==> run_1/drive_strength.png <==
Drawn at 4 px/micron.
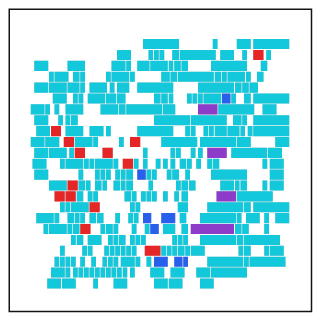
==> run_1/port_nets.png <==
Drawn at 4 px/micron.
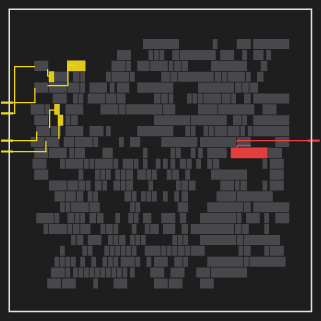
==> run_1/density.png <==
Drawn at 4 px/micron. 8 x 8 tiles, from dark blue (low) to red (high), 0 to 100% covered.
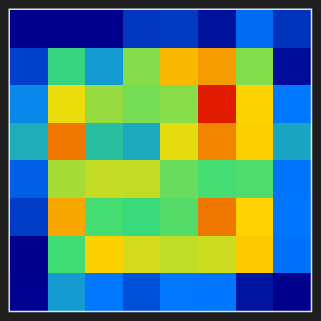
<file path="src/rtl/text_pixel_pipe.sv">
// text_pixel_pipe: two-stage pipelined text-mode pixel generator.
//   Stage 1 looks up the glyph bit for (ascii,row,col) and registers it with the
//   attribute, blank flag, cursor hit and both blink phases. Stage 2 applies
//   attribute blink, cursor inversion and blanking, and registers the colour.
// Ports:
//   clk, rst                  clock, asynchronous active-high reset
//   in_valid                  ascii/attr/row/col/blank/cursor_here valid this cycle
//   ascii, attr, row, col     character cell and glyph position
//   blank                     pixel outside the active area (forces rgb=0)
//   cursor_here, cursor_en    cursor cell flag and global cursor enable
//   cur_start, cur_end        inclusive glyph-row range of the cursor
//   frame_tick                one-cycle pulse per frame, drives the blink counters
//   out_valid, rgb            registered pixel colour, 2 cycles after in_valid
// Also contains font_lut, the combinational 8x16 glyph ROM used by stage 1.

// font_lut: 8x16 glyph bit lookup; col 0 is the leftmost pixel (bit 7 of a row).
//   ascii, row, col   character and glyph position
//   px_c              glyph bit (combinational)
module font_lut (
    input  logic [7:0] ascii,
    input  logic [3:0] row,
    input  logic [2:0] col,
    output logic       px_c
);

    logic [7:0] bits_c;
    logic [7:0] box_c;

    // Hollow box used for every code without a dedicated glyph.
    always_comb begin
        box_c = 8'h00;
        if (row == 4'd1 || row == 4'd14) begin
            box_c = 8'h7E;
        end else if (row >= 4'd2 && row <= 4'd13) begin
            box_c = 8'h42;
        end
    end

    // Row bitmap for the selected character.
    always_comb begin
        bits_c = 8'h00;
        case (ascii)
            8'h00, 8'h20: bits_c = 8'h00;
            8'h41: begin
                case (row)
                    4'd2:                      bits_c = 8'h10;
                    4'd3:                      bits_c = 8'h38;
                    4'd4:                      bits_c = 8'h6C;
                    4'd5, 4'd6:                bits_c = 8'hC6;
                    4'd7:                      bits_c = 8'hFE;
                    4'd8, 4'd9, 4'd10, 4'd11:  bits_c = 8'hC6;
                    default:                   bits_c = 8'h00;
                endcase
            end
            8'h2B: begin
                if (row == 4'd7) begin
                    bits_c = 8'hFE;
                end else if (row >= 4'd4 && row <= 4'd10) begin
                    bits_c = 8'h10;
                end
            end
            8'h5F: bits_c = (row == 4'd14) ? 8'hFF : 8'h00;
            8'hB0: bits_c = row[0] ? 8'hAA : 8'h55;
            8'hC4: bits_c = (row == 4'd7) ? 8'hFF : 8'h00;
            8'hDB: bits_c = 8'hFF;
            // Upper half of the code page shows the inverted box so it stands apart.
            default: bits_c = ascii[7] ? ~box_c : box_c;
        endcase
    end

    assign px_c = bits_c[3'd7 - col];

endmodule

module text_pixel_pipe #(
    parameter int unsigned RGB_W         = 3,
    parameter int unsigned BLINK_EN      = 1,
    parameter int unsigned BLINK_FRAMES  = 32,
    parameter int unsigned CURSOR_FRAMES = 16
) (
    input  logic             clk,
    input  logic             rst,
    input  logic             in_valid,
    input  logic [7:0]       ascii,
    input  logic [7:0]       attr,
    input  logic [3:0]       row,
    input  logic [2:0]       col,
    input  logic             blank,
    input  logic             cursor_here,
    input  logic             cursor_en,
    input  logic [3:0]       cur_start,
    input  logic [3:0]       cur_end,
    input  logic             frame_tick,
    output logic             out_valid,
    output logic [RGB_W-1:0] rgb
);

    localparam int unsigned BCW = (BLINK_FRAMES  > 1) ? $clog2(BLINK_FRAMES)  : 1;
    localparam int unsigned CCW = (CURSOR_FRAMES > 1) ? $clog2(CURSOR_FRAMES) : 1;
    localparam logic [BCW-1:0] BLINK_LAST  = BCW'(BLINK_FRAMES - 1);
    localparam logic [CCW-1:0] CURSOR_LAST = CCW'(CURSOR_FRAMES - 1);
    localparam logic           BLINK_ON    = (BLINK_EN != 0);

    typedef struct packed {
        logic       px;
        logic [7:0] attr;
        logic       blank;
        logic       hit;
        logic       bphase;
        logic       cphase;
    } s1_t;

    logic [BCW-1:0] blink_cnt;
    logic [CCW-1:0] cursor_cnt;
    logic           blink_phase;
    logic           cursor_phase;

    logic           px_c;
    logic           hit_c;
    s1_t            s1_next_c;
    s1_t            s1;
    logic           s1_valid;

    logic           on_c;
    logic [3:0]     colour_c;

    font_lut u_font (
        .ascii (ascii),
        .row   (row),
        .col   (col),
        .px_c  (px_c)
    );

    // Free-running frame counters; each phase toggles once per half-period.
    always_ff @(posedge clk or posedge rst) begin
        if (rst) begin
            blink_cnt    <= '0;
            blink_phase  <= 1'b0;
            cursor_cnt   <= '0;
            cursor_phase <= 1'b0;
        end else if (frame_tick) begin
            if (blink_cnt == BLINK_LAST) begin
                blink_cnt   <= '0;
                blink_phase <= ~blink_phase;
            end else begin
                blink_cnt <= blink_cnt + BCW'(1);
            end
            if (cursor_cnt == CURSOR_LAST) begin
                cursor_cnt   <= '0;
                cursor_phase <= ~cursor_phase;
            end else begin
                cursor_cnt <= cursor_cnt + CCW'(1);
            end
        end
    end

    // An inverted row range (start > end) can never satisfy both bounds.
    assign hit_c = cursor_en & cursor_here & (row >= cur_start) & (row <= cur_end);

    // Phases sampled here are the pre-tick values when frame_tick coincides.
    always_comb begin
        s1_next_c        = '0;
        s1_next_c.px     = px_c;
        s1_next_c.attr   = attr;
        s1_next_c.blank  = blank;
        s1_next_c.hit    = hit_c;
        s1_next_c.bphase = blink_phase;
        s1_next_c.cphase = cursor_phase;
    end

    // Stage 1 register.
    always_ff @(posedge clk or posedge rst) begin
        if (rst) begin
            s1_valid <= 1'b0;
            s1       <= '0;
        end else begin
            s1_valid <= in_valid;
            s1       <= s1_next_c;
        end
    end

    // Blink forces the glyph off first, then the cursor inverts; a blinking
    // cell under the cursor therefore shows a solid foreground bar.
    always_comb begin
        on_c = s1.px;
        if (BLINK_ON && s1.attr[7] && s1.bphase) begin
            on_c = 1'b0;
        end
        if (s1.hit && !s1.cphase) begin
            on_c = ~on_c;
        end
        if (on_c) begin
            colour_c = {s1.attr[3], s1.attr[2:0]};
        end else begin
            colour_c = {(BLINK_ON ? 1'b0 : s1.attr[7]), s1.attr[6:4]};
        end
        if (s1.blank) begin
            colour_c = 4'h0;
        end
    end

    // Stage 2 register; rgb holds its last value through invalid cycles.
    always_ff @(posedge clk or posedge rst) begin
        if (rst) begin
            out_valid <= 1'b0;
            rgb       <= '0;
        end else begin
            out_valid <= s1_valid;
            if (s1_valid) begin
                rgb <= RGB_W'(colour_c);
            end
        end
    end

endmodule

</file>
<file path="config.mk">
export PLATFORM = sky130hd
export DESIGN_NAME = text_pixel_pipe
export DESIGN_NICKNAME = d
export VERILOG_FILES = /design/src/rtl/text_pixel_pipe.sv
export SDC_FILE = /design/constraint.sdc
export NUM_CORES = 1
export LEC_CHECK = 0
export ABC_AREA = 1
export ABC_CLOCK_PERIOD_IN_PS = 2350
export CORE_MARGIN = 5
export CORE_UTILIZATION = 45
export CTS_CLUSTER_SIZE = 25
export DETAILED_ROUTE_END_ITERATION = 8
export PLACE_DENSITY = 0.68
export SKIP_LAST_GASP = 1
export SLEW_MARGIN = 15
export SYNTH_ARGS = -nofsm -noshare
export SYNTH_HDL_FRONTEND = slang
export SYNTH_SLANG_ARGS = --single-unit
</file>
<file path="constraint.sdc">
create_clock -name clk -period 2.35 [get_ports clk]
set_input_delay 0.47 -clock clk [delete_from_list [all_inputs] [get_ports clk]]
set_output_delay 0.47 -clock clk [all_outputs]
set_load 0.01 [all_outputs]
</file>
==> flow_metrics.py, run 1 <==
# Metrics from the implementation run
metrics = {
    "run_status": {
        "status": "complete, no violations",
    },
    "routing": {
        "vias": 1714,
        "m1WireLength_microns": 1760,
        "vias_per_cell": 4.64,
        "wire_per_inst_microns": 10.2,
        "drc": 0,
        "firstDrtPassIters": 4,
        "dr.max_layer_used": "met4",
        "drtIter0Drc": 58,
        "dr_wl_met2_microns": 1780,
        "wl_met3_microns": 197,
    },
    "sta": {
        "hold_viol": 0,
        "rsz0062_at_grt": "no",
        "maxSlewViolCount": 0,
        "relSlewSlack_pct": 77.4,
        "layout_min_cycle_time_ps": 2050,
        "timing.final.crit_share_pct": 87.4,
        "tightestPinTransition_ps": 339,
        "timing.hold.ws_ps": 378,
        "fmax_ghz": 0.487,
        "finClkSkew_ps": 7.08,
        "finalSetupViolations": 0,
    },
    "final_layout": {
        "top_regs": "s1: 12 flops, blink_cnt: 5 flops, cursor_cnt: 4 flops",
        "comb_cells": 189,
        "clockNetworkAreaShare_pct": 2.83,
        "max_flop_register": "s1",
        "clock_buffers": 3,
        "largest_reg_flops": 12,
        "seqCellArea_sq_um": 701,
        "lay_top_cells": "77 x nand2_1, 45 x inv_1, 40 x clkdlybuf4s50_1",
        "sh_seq_area_pct": 27.8,
        "inverters": 46,
        "stdcell_count": 369,
        "fillers": 363,
        "comb_area_sq_um": 1020,
        "top_area_cell_class": "combinational gates",
        "layout.nonclk_buf_share_pct": 19.5,
        "drive_above_1_share_pct": 7.84,
        "diodes": 0,
        "flop-count": 28,
        "lay_top_count": "nand2_1",
        "nNetsFinal": 377,
    },
    "cts": {
        "clk_pin_slew_worst_paths_ps": 90,
        "ctsHoldBuffers": 0,
        "postCtsResizedCells": 0,
        "cts_made_buffers": 3,
        "clk_latency_ps": 270,
        "clock-sinks": 28,
        "cts-root-buf": "clkbuf_8",
        "post-cts-setup-buffer-count": 0,
    },
    "critical_path": {
        "cp.depth": 14,
        "cp_slowest_cell": "clkdlybuf4s50_1",
        "path_max_fanout": 4,
        "startpoint": "row[3]",
        "cp.required_ps": 2510,
        "critPathArrivalTime_ps": 2210,
        "crit_buf_inv": 2,
        "crit_path_max_incr_delay_ps": 460,
        "path_delay_family": "simple AND/OR/NAND/NOR gates",
        "rr_worst_depth": 6,
        "crit_path_frequent_cell": "nand2_1",
        "path_class": "input pin to flip-flop",
        "ff2ff_setup_slack_ps": 870,
        "worst_r2r_endpoint": "blink_cnt[1]",
        "crit_chain": "clkdlybuf4s50_1 > inv_1 > ha_1 > nand2_1 > o21ai_0 > nand2_1 > nand2_1 > nand2_1 > nand3_1 > nand3_1 > nand2_1 > nand2_1 > nand3_1 > nand2_1",
        "critical_path.endpoint": "s1[12]",
    },
    "placement": {
        "hpwl_microns": 3180,
        "routabilityCongestion": 0.856,
        "place_ws_ps": 16.4,
        "placed_cell_area_sq_um": 2450,
        "placedCellCount": 365,
    },
    "yosys": {
        "topCombFamilyByArea": "simple AND/OR/NAND/NOR gates",
        "area_leaders": "dfrtp_1 37%, nand2_1 15%, ha_1 12%",
        "largest_area_cell": "dfrtp_1",
        "synth-edff-count": 0,
        "ys_seq_share_pct": 36.7,
        "synthAoiAreaFrac_pct": 6.81,
        "common_cells": "77 x nand2_1, 45 x inv_1, 28 x dfrtp_1",
        "flop_cell": "dfrtp_1",
        "syn_inst": 265,
        "synth-adder-area-share_pct": 12.4,
        "synth_cell_types": 28,
        "yosys.area_share.xor_xnor_pct": 2.29,
        "fp_nets": 322,
        "ys_chip_area_sq_um": 1910,
        "yosysWarningCount": 0,
        "async_flop_share_pct": 100,
        "synth_top_area_share_pct": 36.7,
        "mux_share_pct": 0.524,
        "ys.flops": 28,
    },
    "global_route": {
        "grt_max_degree": 29,
        "grt_pass1_vias": 1630,
        "grt-busiest-layer": "met2",
        "grt-ovfl-total": 0,
        "met3_usage_pct": 1.47,
        "grt_antenna_before_repair": 0,
        "grt_first_pass_wirelength_microns": 6380,
    },
    "floorplanning": {
        "die_w_microns": 75.2,
        "rows": 23,
        "n_tap_cell": 50,
        "dieArea_sq_um": 5650,
        "die_h_microns": 75.2,
    },
    "min_path": {
        "hold_depth": 0,
        "whs_endpoint": "out_valid",
        "min_from": "s1_valid",
    },
    "power_and_ir_drop": {
        "power.clock.fraction_pct": 25.6,
        "p_int_uw": 1030,
        "powerDensity_nw_per_um2": 568,
        "power.switching_uw": 405,
        "p_seq_uw": 668,
        "peakVddDrop_uv": 273,
        "clk-power_uw": 366,
        "p_comb_share_pct": 27.7,
        "fin_total_pwr_uw": 1430,
    },
}
## Picture notes: drive_strength.png
drive 1 or less -> cyan  # cells 294, share 92%
drive 3 to 4 -> red  # cells 13, share 4.1%
drive 2 -> blue  # cells 8, share 2.5%
drive 6 and up -> purple  # cells 4, share 1.3%
design area: 2520 sq um
final worst setup slack: 296 ps
Signal buffers: 52
Syn-to-layout area delta: 31.9%

## Picture notes: port_nets.png
in_valid -> red  # bits 1, direction input, edge right, end cells 1, buffers 1, wire 23.3 microns
cur_end -> yellow  # bits 4, direction input, edge left, end cells 4, buffers 4, wire 71.5 microns
PortBufs: 40
# IOs: 42

## Picture notes: density.png
mean over tiles = 44%
emptiest ninth of the die = upper left
tiles over 75% full = 19%
densest ninth of the die = centre
nearly empty tiles = 9.4%
fullest tile = 97%
Util after Layout: 62.1%
fp_density: 47.1%
Core Region: 4060 sq um

==> run 2, diff against run 1 <==
CTS_CLUSTER_SIZE = 24   (was 25)
==> run_2/met1.png <==
Drawn at 8 px/micron. Supply wires on this layer in grey.
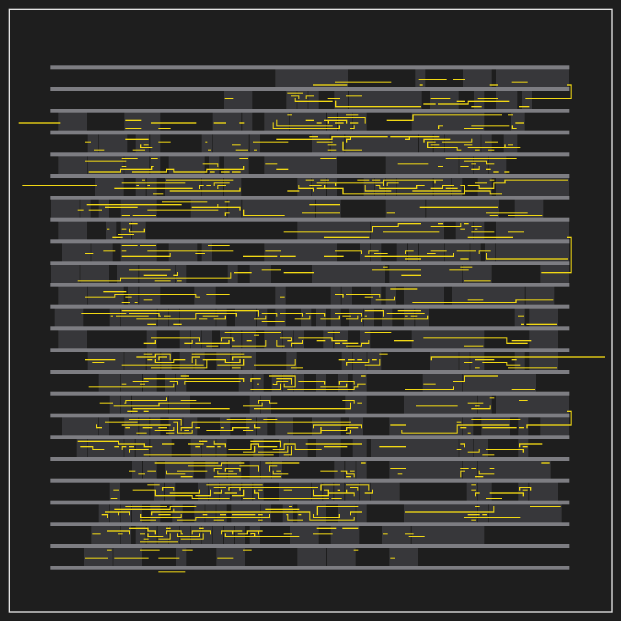
longest straight run = 21.6 microns
share of all routed wire = 47%
wire length on this layer = 1,760 microns
met1 Use GR: 17.4%
vias post-DR: 1,714

==> run 2 against run 1 <==
  * Sequential cell count stayed put
  * Count of clock-buffer cells in the layout did not move
  * Clock skew stayed put
  * Combinational power hardly changed
  * Area after synthesis unchanged
  * Highest routed layer unchanged
  * Die size is the same
  * Sequential share of layout area did not move
  * Routed wire length stayed put
  * Sequential power about the same
  * Largest cell class unchanged
  * Via count stayed put
  * Synthesized cell count unchanged
==> flow_metrics.py, run 2 <==
# Metrics from the implementation run
metrics = {
    "run_status": {
        "status": "complete, no violations",
    },
    "final_layout": {
        "clockNetworkAreaShare_pct": 2.83,
        "sh_seq_area_pct": 27.8,
        "stdcell_count": 369,
        "comb_cells": 189,
        "nNetsFinal": 377,
        "signal_buffers": 52,
        "fillers": 363,
        "max_flop_register": "s1",
        "comb_area_sq_um": 1020,
        "area_growth_pct": 31.9,
        "drive_above_1_share_pct": 7.84,
        "largest_reg_flops": 12,
        "diodes": 0,
        "clock_buffers": 3,
        "layout.nonclk_buf_share_pct": 19.5,
        "seqCellArea_sq_um": 701,
        "inverters": 46,
        "lay_top_count": "nand2_1",
        "lay_top_cells": "77 x nand2_1, 45 x inv_1, 40 x clkdlybuf4s50_1",
        "flop-count": 28,
        "top_regs": "s1: 12 flops, blink_cnt: 5 flops, cursor_cnt: 4 flops",
    },
    "power_and_ir_drop": {
        "fin_total_pwr_uw": 1430,
        "p_seq_uw": 668,
        "p_int_uw": 1030,
        "power.clock.fraction_pct": 25.6,
        "power.switching_uw": 405,
        "powerDensity_nw_per_um2": 568,
        "peakVddDrop_uv": 273,
        "p_comb_share_pct": 27.7,
        "clk-power_uw": 366,
    },
    "floorplanning": {
        "n_tap_cell": 50,
        "die_w_microns": 75.2,
        "ios": 42,
        "dieArea_sq_um": 5650,
        "initial_utilization_pct": 47.1,
        "rows": 23,
        "die_h_microns": 75.2,
    },
    "global_route": {
        "grt_first_pass_wirelength_microns": 6380,
        "grt_max_degree": 29,
        "grt-busiest-layer": "met2",
        "grt_pass1_vias": 1630,
        "grt_antenna_before_repair": 0,
    },
    "critical_path": {
        "path_class": "input pin to flip-flop",
        "critical_path.endpoint": "s1[12]",
        "cp_slowest_cell": "clkdlybuf4s50_1",
        "ff2ff_setup_slack_ps": 870,
        "cp.required_ps": 2510,
        "cp.depth": 14,
        "crit_path_max_incr_delay_ps": 460,
        "worst_r2r_endpoint": "blink_cnt[1]",
        "crit_buf_inv": 2,
        "startpoint": "row[3]",
        "crit_path_frequent_cell": "nand2_1",
        "path_max_fanout": 4,
        "critPathArrivalTime_ps": 2210,
        "crit_chain": "clkdlybuf4s50_1 > inv_1 > ha_1 > nand2_1 > o21ai_0 > nand2_1 > nand2_1 > nand2_1 > nand3_1 > nand3_1 > nand2_1 > nand2_1 > nand3_1 > nand2_1",
    },
    "cts": {
        "post-cts-setup-buffer-count": 0,
        "clk_pin_slew_worst_paths_ps": 90,
        "clock-sinks": 28,
        "cts-root-buf": "clkbuf_8",
        "postCtsResizedCells": 0,
        "cts_made_buffers": 3,
        "clk_latency_ps": 270,
    },
    "yosys": {
        "yosys.area_share.xor_xnor_pct": 2.29,
        "flop_cell": "dfrtp_1",
        "largest_area_cell": "dfrtp_1",
        "mux_share_pct": 0.524,
        "topCombFamilyByArea": "simple AND/OR/NAND/NOR gates",
        "synthAoiAreaFrac_pct": 6.81,
        "synth-adder-area-share_pct": 12.4,
        "area_leaders": "dfrtp_1 37%, nand2_1 15%, ha_1 12%",
        "synth-edff-count": 0,
        "fp_nets": 322,
        "ys_seq_share_pct": 36.7,
        "synth_top_area_share_pct": 36.7,
        "yosysWarningCount": 0,
        "ys.flops": 28,
        "synth_cell_types": 28,
        "syn_inst": 265,
    },
    "sta": {
        "finalSetupViolations": 0,
        "finClkSkew_ps": 7.08,
        "relSlewSlack_pct": 77.4,
        "hold_viol": 0,
        "layout_min_cycle_time_ps": 2050,
        "fmax_ghz": 0.487,
        "timing.hold.ws_ps": 378,
        "maxSlewViolCount": 0,
        "timing.final.crit_share_pct": 87.4,
        "rsz0062_at_grt": "no",
        "tightestPinTransition_ps": 339,
    },
    "routing": {
        "dr.max_layer_used": "met4",
        "drtIter0Drc": 58,
        "firstDrtPassIters": 4,
        "m1WireLength_microns": 1760,
        "drc": 0,
        "vias_per_cell": 4.64,
        "dr_wl_met2_microns": 1780,
    },
    "placement": {
        "place_ws_ps": 16.4,
        "hpwl_microns": 3180,
        "placedCellCount": 365,
        "io_buffers": 40,
        "placed_cell_area_sq_um": 2450,
        "routabilityCongestion": 0.856,
    },
    "min_path": {
        "whs_endpoint": "out_valid",
        "min_from": "s1_valid",
    },
}
==> run 3, diff against run 2 <==
SLEW_MARGIN = unset   (was 15)
==> run_3/port_nets.png <==
Drawn at 4 px/micron.
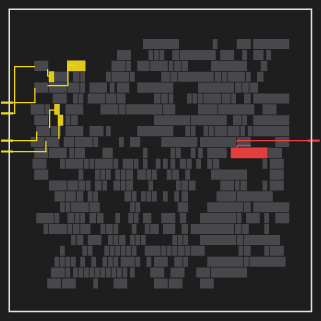

==> run 3 against run 2 <==
  * Sequential cell count did not move
  * Synthesized cell count is the same
  * Cell count unchanged
  * Utilization unchanged
  * Worst setup slack did not move
  * Worst hold slack is the same
  * Count of clock-buffer cells in the layout is the same
  * Clock power hardly changed
  * Cell area is the same
  * Power unchanged
  * Maximum frequency is the same
  * Largest cell class unchanged
==> flow_metrics.py, run 3 <==
# Metrics from the implementation run
metrics = {
    "run_status": {
        "status": "complete, no violations",
    },
    "final_layout": {
        "top_regs": "s1: 12 flops, blink_cnt: 5 flops, cursor_cnt: 4 flops",
        "area_growth_pct": 31.9,
        "inverters": 46,
        "lay_top_count": "nand2_1",
        "top_area_cell_class": "combinational gates",
        "stdcell_count": 369,
        "lay_top_cells": "77 x nand2_1, 45 x inv_1, 40 x clkdlybuf4s50_1",
        "max_flop_register": "s1",
        "nNetsFinal": 377,
        "flop-count": 28,
        "signal_buffers": 52,
        "comb_area_sq_um": 1020,
        "clock_buffers": 3,
        "drive_above_1_share_pct": 7.84,
        "diodes": 0,
    },
    "cts": {
        "post-cts-setup-buffer-count": 0,
        "clk_latency_ps": 270,
        "clk_pin_slew_worst_paths_ps": 90,
        "cts_made_buffers": 3,
    },
    "sta": {
        "finClkSkew_ps": 7.08,
        "tightestPinTransition_ps": 339,
        "hold_viol": 0,
        "fmax_ghz": 0.487,
        "timing.final.crit_share_pct": 87.4,
    },
    "yosys": {
        "syn_inst": 265,
        "ys_seq_share_pct": 36.7,
        "async_flop_share_pct": 100,
        "flop_cell": "dfrtp_1",
        "largest_area_cell": "dfrtp_1",
        "synthAoiAreaFrac_pct": 6.81,
        "yosys.area_share.xor_xnor_pct": 2.29,
        "fp_nets": 322,
        "synth-edff-count": 0,
        "ys_chip_area_sq_um": 1910,
        "yosysWarningCount": 0,
        "common_cells": "77 x nand2_1, 45 x inv_1, 28 x dfrtp_1",
        "topCombFamilyByArea": "simple AND/OR/NAND/NOR gates",
        "mux_share_pct": 0.524,
        "synth-adder-area-share_pct": 12.4,
    },
    "global_route": {
        "grt_first_pass_wirelength_microns": 6380,
        "grt-ovfl-total": 0,
        "met3_usage_pct": 1.47,
    },
    "routing": {
        "vias": 1714,
        "wl_met3_microns": 197,
        "drc": 0,
        "m1WireLength_microns": 1760,
        "dr.max_layer_used": "met4",
        "wire_per_inst_microns": 10.2,
    },
    "critical_path": {
        "cp.required_ps": 2510,
        "crit_buf_inv": 2,
        "path_delay_family": "simple AND/OR/NAND/NOR gates",
        "path_class": "input pin to flip-flop",
        "crit_chain": "clkdlybuf4s50_1 > inv_1 > ha_1 > nand2_1 > o21ai_0 > nand2_1 > nand2_1 > nand2_1 > nand3_1 > nand3_1 > nand2_1 > nand2_1 > nand3_1 > nand2_1",
        "startpoint": "row[3]",
    },
    "min_path": {
        "hold_depth": 0,
    },
    "floorplanning": {
        "die_h_microns": 75.2,
        "coreArea_sq_um": 4060,
        "initial_utilization_pct": 47.1,
        "n_tap_cell": 50,
        "dieArea_sq_um": 5650,
        "die_w_microns": 75.2,
    },
    "power_and_ir_drop": {
        "peakVddDrop_uv": 273,
        "clk-power_uw": 366,
        "power.clock.fraction_pct": 25.6,
        "fin_total_pwr_uw": 1430,
    },
    "placement": {
        "place_ws_ps": 16.4,
        "hpwl_microns": 3180,
    },
}
Power figures rest on the tool's default switching activity, not on a simulated workload.
